==> config.mk <==
export PLATFORM = sky130hd
export DESIGN_NAME = timer_dev
export DESIGN_NICKNAME = d
export VERILOG_FILES = /design/src/rtl/timer_pkg.sv /design/src/rtl/timer_dev.sv
export SDC_FILE = /design/constraint.sdc
export NUM_CORES = 1
export LEC_CHECK = 0
export ABC_AREA = 1
export CAP_MARGIN = 20
export CORE_MARGIN = 4
export CORE_UTILIZATION = 40
export CTS_CLUSTER_SIZE = 20
export DETAILED_ROUTE_END_ITERATION = 8
export PLACE_DENSITY = 0.6
export SYNTH_ARGS = -nofsm -noshare
export SYNTH_HDL_FRONTEND = slang
export SYNTH_SLANG_ARGS = --single-unit
==> constraint.sdc <==
create_clock -name clk -period 2 [get_ports clk]
set_clock_uncertainty 0.15 [all_clocks]
set_input_delay 0.4 -clock clk [delete_from_list [all_inputs] [get_ports clk]]
set_output_delay 0.4 -clock clk [all_outputs]
set_load 0.05 [all_outputs]
==> src/rtl/timer_pkg.sv <==
// Shared definitions for the memory-mapped countdown timer: FSM state
// encoding, bus register offsets, mode codes and CTRL bit positions.
package timer_pkg;

   typedef enum logic [1:0] {
      IDLE = 2'd0,
      LOAD = 2'd1,
      CNT  = 2'd2,
      INT  = 2'd3
   } state_t;

   // Word offsets within the device window (PrAddr[3:2])
   localparam logic [1:0] CTRL_OFF   = 2'd0;
   localparam logic [1:0] PRESET_OFF = 2'd1;
   localparam logic [1:0] COUNT_OFF  = 2'd2;

   // CTRL.MODE codes; 2'b1x behaves as one-shot
   localparam logic [1:0] MODE_ONESHOT = 2'b00;
   localparam logic [1:0] MODE_RELOAD  = 2'b01;

   // CTRL bit positions
   localparam int CTRL_EN_BIT   = 0;
   localparam int CTRL_MODE_LSB = 1;
   localparam int CTRL_MODE_MSB = 2;
   localparam int CTRL_IM_BIT   = 3;
   localparam int CTRL_W        = 4;

endpackage

==> src/rtl/timer_dev.sv <==
// Countdown timer peripheral. Software programs PRESET and CTRL over the
// decoded bridge bus; the FSM loads PRESET into COUNT, counts down to zero,
// raises irq_pending, and then either stops (one-shot, pending held until
// a CTRL write acknowledges it) or rearms (auto-reload, one-cycle pulse).
// Bus handshake: a write takes effect on the rising edge where Sel and WE
// are both high; there is no back-pressure. Reads are combinational on Addr.
module timer_dev
   import timer_pkg::*;
#(
   parameter int CNT_W = 32
) (
   input  logic        clk,
   input  logic        reset,
   input  logic        Sel,
   input  logic [1:0]  Addr,
   input  logic        WE,
   input  logic [31:0] DIn,
   output logic [31:0] DOut,
   output logic        IRQ
);

   logic [CTRL_W-1:0] ctrl;
   logic [CNT_W-1:0]  preset;
   logic [CNT_W-1:0]  count;
   logic              irq_pending;
   state_t            state;

   logic ctrl_wr;
   logic preset_wr;
   logic reload_mode;

   assign ctrl_wr     = Sel & WE & (Addr == CTRL_OFF);
   assign preset_wr   = Sel & WE & (Addr == PRESET_OFF);
   assign reload_mode = (ctrl[CTRL_MODE_MSB:CTRL_MODE_LSB] == MODE_RELOAD);

   // Register file and countdown FSM share one block: the FSM writes CTRL.EN
   // and irq_pending, which the bus also writes, so priority is set by order.
   always_ff @(posedge clk or negedge reset) begin
      if (!reset) begin
         ctrl        <= '0;
         preset      <= '0;
         count       <= '0;
         irq_pending <= 1'b0;
         state       <= IDLE;
      end else begin
         if (preset_wr) begin
            preset <= DIn[CNT_W-1:0];
         end

         // Software acknowledge; placed before the FSM so an expiry in the
         // same cycle overrides it and no interrupt is lost.
         if (ctrl_wr) begin
            irq_pending <= 1'b0;
         end

         case (state)
            IDLE: begin
               if (ctrl[CTRL_EN_BIT]) begin
                  state <= LOAD;
               end
            end
            LOAD: begin
               count <= preset;
               state <= CNT;
            end
            CNT: begin
               if (!ctrl[CTRL_EN_BIT]) begin
                  state <= IDLE;
               end else if (count <= CNT_W'(1)) begin
                  // PRESET=0 lands here too, so COUNT never wraps
                  count       <= '0;
                  irq_pending <= 1'b1;
                  state       <= INT;
               end else begin
                  count <= count - CNT_W'(1);
               end
            end
            INT: begin
               if (reload_mode) begin
                  irq_pending <= 1'b0;
               end else begin
                  ctrl[CTRL_EN_BIT] <= 1'b0;
               end
               state <= IDLE;
            end
            default: begin
               state <= IDLE;
            end
         endcase

         // Bus write to CTRL after the FSM so the software value wins
         if (ctrl_wr) begin
            ctrl <= DIn[CTRL_W-1:0];
         end
      end
   end

   // Read mux; narrow registers are zero-extended, reserved offset reads 0
   always_comb begin
      DOut = '0;
      case (Addr)
         CTRL_OFF:   DOut[CTRL_W-1:0] = ctrl;
         PRESET_OFF: DOut[CNT_W-1:0]  = preset;
         COUNT_OFF:  DOut[CNT_W-1:0]  = count;
         default:    DOut = '0;
      endcase
   end

   assign IRQ = ctrl[CTRL_IM_BIT] & irq_pending;

endmodule

### Gate-type map, run 1

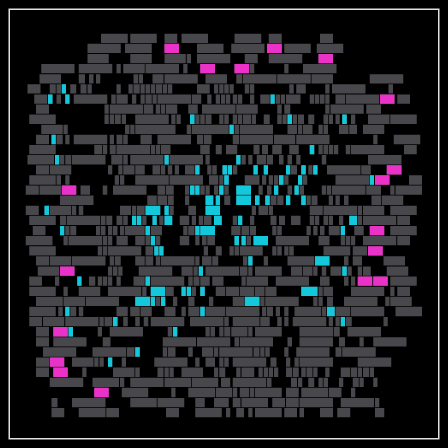
| colour | family | cells | most used |
|---|---|---|---|
| magenta | multiplexers | 18 | mux2_2 |
| cyan | NOR gates | 84 | nor2_1 |

### Pin placement, run 1

Scale bar: 20 µm. Pins as bars across the die edge, other pins in grey.
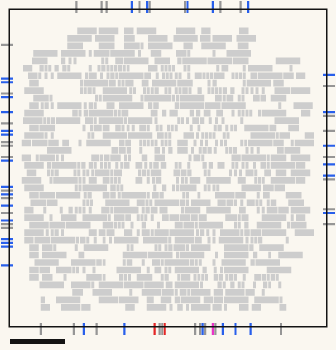
| colour | port | pins | direction | edge |
|---|---|---|---|---|
| magenta | WE | 1 | input | bottom |
| red | Addr | 2 | input | bottom |
| blue | DIn | 32 | input | 15 left, 6 bottom, 6 right, 5 top |

==> flow_summary.json, run 1 <==
{
  "status": "finished, final reports clean",
  "portBuffers": 70,
  "hold_path.startpoint": "count[1]",
  "max-cap-violations": 0,
  "synth-async-reset-ratio_pct": 100,
  "fp_util_pct": 41.6,
  "synth-main-ff-cell": "dfrtp_1",
  "wire_per_inst_um": 15.5,
  "io_pins": 71,
  "critPathMaxStageDelay_ps": 260,
  "ir_worst_vdd_mv": 0.603,
  "power_density_nw_per_um2": 1190,
  "top_cells_by_count": "nand2_1 (259), dfrtp_1 (71), nor2_1 (71)",
  "drc": 0,
  "timing.final.crit_share_pct": 99.7,
  "grt_pass1_vias": 4681,
  "clkLatencyLatePin_ps": 330,
  "first_pass_iters": 5,
  "synth-edff-count": 0,
  "setup_viol": 0,
  "fmax_mhz": 502,
  "pre_cts_ws_ps": -480,
  "numSynthFlops": 71,
  "yosysUniqueCellTypes": 30,
  "dieWidth_um": 115,
  "cp_num_buf_inv": 4,
  "hold_slack_ps": 363,
  "die_h_um": 115,
  "grt_max_degree": 33,
  "cts_made_buffers": 9,
  "rsz0062_at_grt": "true",
  "synth_top_area_share_pct": 38.8,
  "fin_tns_setup_ps": 0,
  "slew_headroom_pct": 47.9,
  "hold_class": "reg2reg",
  "yosys_area_um2": 4580,
  "critPathLaunch": "Addr[0]",
  "total_power_w": 0.00836,
  "cts_tree": "yes",
  "yosysTopAreaCell": "dfrtp_1",
  "num_vias": 4571,
  "r2r-start": "count[7]",
  "ant_nets": 0,
  "post-route-min-period_ps": 1990,
  "topCellsByArea": "dfrtp_1 (39%), nand2_1 (21%), nor2_1 (5.8%)",
  "drt_wl_total_mm": 14.0,
  "gr-total-overflow": 0,
  "vias_per_cell": 5.03,
  "cp_slowest_cell": "ha_4",
  "dpl.hpwl_mm": 10.2,
  "log.warning_count": 32,
  "antenna_found_initial": 0,
  "yosys_warnings": 0,
  "p_leak_nw": 3.13,
  "yosysMostFrequentCell": "nand2_1",
  "drive_gt1_share_pct": 26.7,
  "worst_slew_pin_slew_ps": 780,
  "path_class": "in2out",
  "crit_family": "buffers and inverters",
  "dp_cells": 885,
  "syn_nets": 697,
  "crit_path_end_kind": "output port",
  "place_congestion": 0.917,
  "syn_inst": 653,
  "synth_area_um2": 4580,
  "crit_required_ps": 1450,
  "clock_path_buffers": 2,
  "setup_slack_ps": 6.45,
  "drv_slew": 0,
  "stdcell_count": 908,
  "grt_first_pass_wirelength_mm": 23.2
}
### Layout detail, run 1

Scale bar: 5 µm. Region (48, 71) to (68, 91) µm. Cells in grey, sequential cells in the stronger grey; small squares are vias.
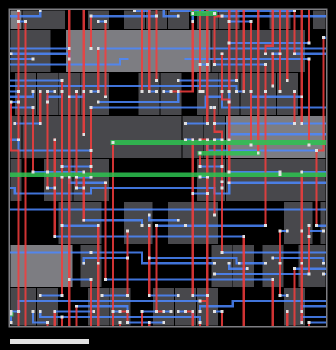
| colour | layer |
|---|---|
| blue | met1 |
| green | met3 |
| red | met2 |
sequential cells in the window: 2
most frequent: nand2_1 (11), nor2_1 (7), inv_1 (4)
netlist names of flops here include: count (2)
cells with their middle in the window: 39

### The clock network, run 1

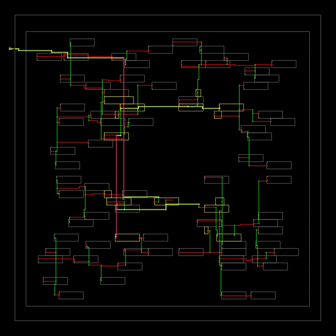
clock sinks: 71
P_clk: 0.00158 W

## run 1: metrics by stage
| step | area (µm²) | utilization [%] |
|---|---|---|
| 3_3_place_gp | 6440 | 58.4 |
| 6_report | 7040 | 63.8 |
| 3_5_place_dp | 6440 | 58.4 |
| 4_1_cts | 6870 | 62.2 |
| 2_1_floorplan | 4910 | - |
| 5_1_grt | 7040 | 63.8 |
## run 1: final timing paths
path                         endpoint  slack, ps  cells past startpoint
hold / removal               count[1]        360                      2
hold reg to reg              count[1]        360                      2
setup / recovery             DOut[21]          6                      7
max in group asynchronous   count[23]        770                      3
min in group asynchronous  preset[13]        400                      2
setup reg to reg            count[28]        120                     11
## run 1: layer usage
metal / GRT usage, % / share of wire, %
met1: 29.8 / 45
met2: 36.7 / 49
met3: 3.58 / 4.8
met4: 5.56 / 1.1
met5: 0 / 0
## run 1: cell usage in the layout (no fill, tap or decap), drive strengths merged
cell type      count
dfrtp             71
bufinv             1
clkinvlp           4
nor3b              1
inv               50
and2               1
mux2              18
clkbuf            13
a21oi             43
nand2            266
dlygate4sd3        1
nand4              2
a31oi              5
buf               86
o21ai             28
xnor2              8
clkdlybuf4s50     34
ha                 6
xor2               9
nor2              83
clkinv             2
o21bai             6
nand3             30
## run 1: area by class of cell
| type | instances | area, µm² | share of cell area, % |
|---|---|---|---|
| Clock buffer | 11 | 233 | 3.31 |
| Clock inverter | 5 | 58.8 | 0.836 |
| Inverter | 52 | 213 | 3.02 |
| Multi-Input combinational cell | 506 | 2940 | 41.8 |
| Sequential cell | 71 | 1780 | 25.2 |
| Tap cell | 140 | 175 | 2.49 |
| Timing Repair Buffer | 123 | 1640 | 23.3 |
## run 1: where the power goes
part / internal [W] / switching, W
registers: 0.00193 / 0.000464
logic: 0.00186 / 0.00253
clock network: 0.000966 / 0.000618
total: 0.00475 / 0.00362
## run 1: sequential cells by signal (all words and copies together), names as in the netlist
| name | flops |
|---|---|
| count | 32 |
| state | 2 |
| irq_pending | 1 |
| ctrl | 4 |
| preset | 32 |
## run 1: worst reg2reg max path: stages, from the launching register on
cell and delay (ps):
dfrtp_1 450, nor2_1 210, nand2_2 120, nor2_4 130, nand3_4 100, nor2_4 140, nor2_4 60, buf_12 150
nand3_1 100, nand2_1 60, nand2_1 50, nand2_1 40
## run 1: repair_timing
| item | in CTS | in global routing |
|---|---|---|
| cloned | 2 | 2 |
| hold endpoints to repair | 15 | 0 |
| setup buffers | 1 | 1 |
| pin swaps | 2 | 14 |
| endpoints found under the setup margin | 39 | 50 |
| hold buffers | 1 | 0 |
| resized | 28 | 36 |
## run 1: cells by family after synthesis
group	share of synthesized area, %
AND/OR/NAND/NOR	35.3
AND-OR/OR-AND	9.99
buffers and inverters	6.69
flip-flops	38.8
multiplexers	4.42
XOR/XNOR	3.25
adder cells (fa/ha/maj)	1.64
## Run 2: what changed since run 1
Settings changed: SKIP_CTS_REPAIR_TIMING set to 1, SKIP_LAST_GASP set to 1.
### Routed metal per tile, run 2

23 x 23 tiles, from white (low) to dark blue (high), scaled to the fullest tile. Values are wire area over tile area, all layers added.
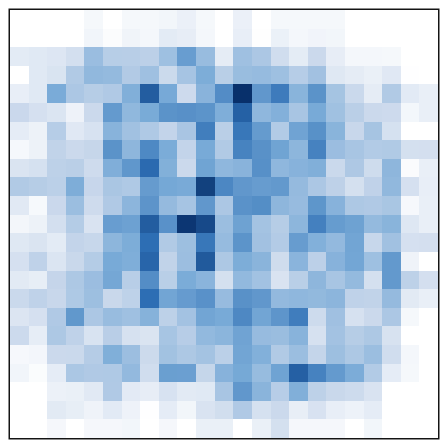
mean over tiles: 0.16
tiles over half the peak: 16%
densest ninth of the die: centre

### Pin placement, run 2

Scale bar: 20 µm. Pins as bars across the die edge, other pins in grey.
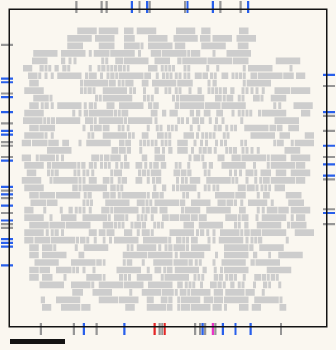
| colour | port | pins | direction | edge |
|---|---|---|---|---|
| blue | DIn | 32 | input | 15 left, 6 bottom, 6 right, 5 top |
| magenta | WE | 1 | input | bottom |
| red | Addr | 2 | input | bottom |

==> flow_summary.json, run 2 <==
{
  "intPower_w": 0.00475,
  "vias_per_cell": 5.06,
  "final_common_cell": "nand2_1",
  "place_congestion": 0.917,
  "top_cells_by_count": "nand2_1 (259), dfrtp_1 (71), nor2_1 (71)",
  "io_pins": 71,
  "drt_iter0_markers": 267,
  "p_sw_w": 0.00359,
  "core_um2": 11000,
  "postLayoutCoreUtil_pct": 63.1,
  "syn_inst": 653,
  "crit_required_ps": 1450,
  "hold_class": "reg2reg",
  "syn_nets": 697,
  "p_leak_nw": 3.07,
  "synth_top_area_share_pct": 38.8,
  "swShare_pct": 43.1,
  "clock_path_buffers": 2,
  "routed.top_layer": "met4",
  "drv_slew": 0,
  "cts_tree": "yes",
  "dr_wl_met2_mm": 6.74,
  "cts_sinks": 71,
  "rsz0062_at_grt": "true",
  "post-route-min-period_ps": 1980,
  "max-cap-violations": 0,
  "clkTransAtPathRegs_ps": 60,
  "reg.largest.list": "count: 32 flops, preset: 32 flops, ctrl: 4 flops",
  "synthToLayoutAreaGrowth_pct": 51.9,
  "topCellsByArea": "dfrtp_1 (39%), nand2_1 (21%), nor2_1 (5.8%)",
  "fp_util_pct": 41.6,
  "drive_gt1_share_pct": 25.8,
  "path_cells": "clkbuf_4 > inv_4 > ha_4 > inv_4 > clkbuf_16 > a21oi_4 > buf_12",
  "cp_slowest_cell": "ha_4",
  "synth-edff-count": 0,
  "nNetsFinal": 806,
  "filler_cell_count": 955,
  "numSynthFlops": 71,
  "portBuffers": 70,
  "yosys_warnings": 0,
  "track_usage_pct": 21.2,
  "first_pass_iters": 5,
  "grt_pass1_vias": 4596,
  "htreeDepth": 3,
  "worstPathArrival_ps": 1430,
  "power_density_nw_per_um2": 1200,
  "root_buffer": "clkbuf_16",
  "slew_headroom_pct": 49.6,
  "drc": 0,
  "clkLatencyLatePin_ps": 330,
  "lay_top_cells": "nand2_1 (255), dfrtp_1 (71), nor2_1 (65)",
  "crit_fanout": 6,
  "ys_cells": 653,
  "hold_slack_ps": 374,
  "diodes": 0,
  "synth-main-ff-cell": "dfrtp_1",
  "wire_per_inst_um": 15.3,
  "yosys_area_um2": 4580,
  "synth_area_um2": 4580,
  "pwr-share-clk_pct": 18.9,
  "yosysMostFrequentCell": "nand2_1",
  "worst_slew_pin_slew_ps": 755,
  "total_power_w": 0.00833,
  "m1WireLength_mm": 6.34,
  "synth-async-reset-ratio_pct": 100,
  "p_comb_share_pct": 52.3,
  "die-area_um2": 13200,
  "path_class": "in2out",
  "yosysTopAreaCell": "dfrtp_1",
  "log.warning_count": 32,
  "dieWidth_um": 115,
  "fmax_mhz": 505,
  "setup_viol": 0,
  "critPathMaxStageDelay_ps": 270,
  "antenna_found_initial": 0,
  "rows": 38,
  "grt_max_degree": 33,
  "seqPwrFrac_pct": 28.8,
  "status": "finished, final reports clean",
  "gr-total-overflow": 0,
  "num_vias": 4587,
  "ant_nets": 0,
  "ir_worst_vdd_mv": 0.630,
  "cts_made_buffers": 9,
  "start_kind": "input port",
  "avgSynthCellArea_um2": 7.02,
  "yosysUniqueCellTypes": 30,
  "drt_wl_total_mm": 13.9,
  "hold_violations": 0,
  "ys_seq_share_pct": 38.8,
  "crit_path_end_kind": "output port",
  "crit_top_cell": "inv_4",
  "die_h_um": 115,
  "dpl.hpwl_mm": 10.2,
  "dr_wl_met3_um": 544,
  "timing.final.crit_share_pct": 99.0,
  "grt_first_pass_wirelength_mm": 22.6
}
-- run 2: final cells by class --
class                   count  area [µm²]  share of cell area [%]
clock buffers              11         233                    3.34
clock inverters             5        58.8                   0.845
inverters                  52         210                    3.02
multi-input cells         506        2910                    41.8
flip-flops and latches     71        1780                    25.5
well taps                 140         175                    2.52
repair buffers            122        1600                    22.9
-- run 2: path summary, 6_finish.rpt --
path | cells after the start | startpoint | to | slack (ps)
hold / removal | 2 | ctrl[2] | ctrl[2] | 370
hold reg to reg | 2 | ctrl[2] | ctrl[2] | 370
setup / recovery | 7 | Addr[0] | DOut[21] | 20
max in group asynchronous | 3 | reset | count[30] | 770
min in group asynchronous | 2 | reset | preset[5] | 400
setup reg to reg | 10 | count[4] | count[17] | 80
-- run 2: power groups by stage --
stage	combinational (W)	sequential [W]	clock, W
floorplan	0.00254	0.00240	0
global placement	0.00410	0.00237	0
detailed placement	0.00418	0.00239	0
CTS	0.00421	0.00237	0.00162
global route	0.00480	0.00247	0.00168
finish	0.00436	0.00240	0.00157
-- run 2: worst max-delay path, delay by kind of cell --
kind                       cells  cell delay (ps)
buffers and inverters          5              600
adders and majority gates      1              270
AOI/OAI and AO/OA              1              150
-- run 2: cell families (layout without fill, tap and decap cells) --
| family | after synthesis | in the layout | share of synthesized area [%] |
|---|---|---|---|
| muxes | 18 | 18 | 4.42 |
| buffers and inverters | 76 | 190 | 6.69 |
| adders and majority gates | 6 | 6 | 1.64 |
| DFF | 71 | 71 | 38.8 |
| AOI/OAI and AO/OA | 82 | 82 | 9.99 |
| xor gates and xnor gates | 17 | 17 | 3.25 |
| and+or+nand+nor | 383 | 383 | 35.3 |
-- run 2: metrics by stage --
| step | setup TNS [ps] | std cells | worst slack [ps] | cell area, µm² |
|---|---|---|---|---|
| floorplan | -669 | 653 | -30.0 | 4910 |
| global placement | -22690 | 885 | -448 | 6440 |
| detailed placement | -23370 | 885 | -480 | 6440 |
| CTS | -14540 | 901 | -484 | 6730 |
| global route | -33.4 | 907 | -16.6 | 6960 |
| finish | 0 | 907 | 19.2 | 6960 |
-- run 2: routing by layer --
metal  up-vias  GRT usage [%]
met3        19           3.53
met2       117           34.8
met4         0           5.56
met1      2183           29.2
met5         -              0
li1       2268              -
Power figures rest on the tool's default switching activity, not on a simulated workload.
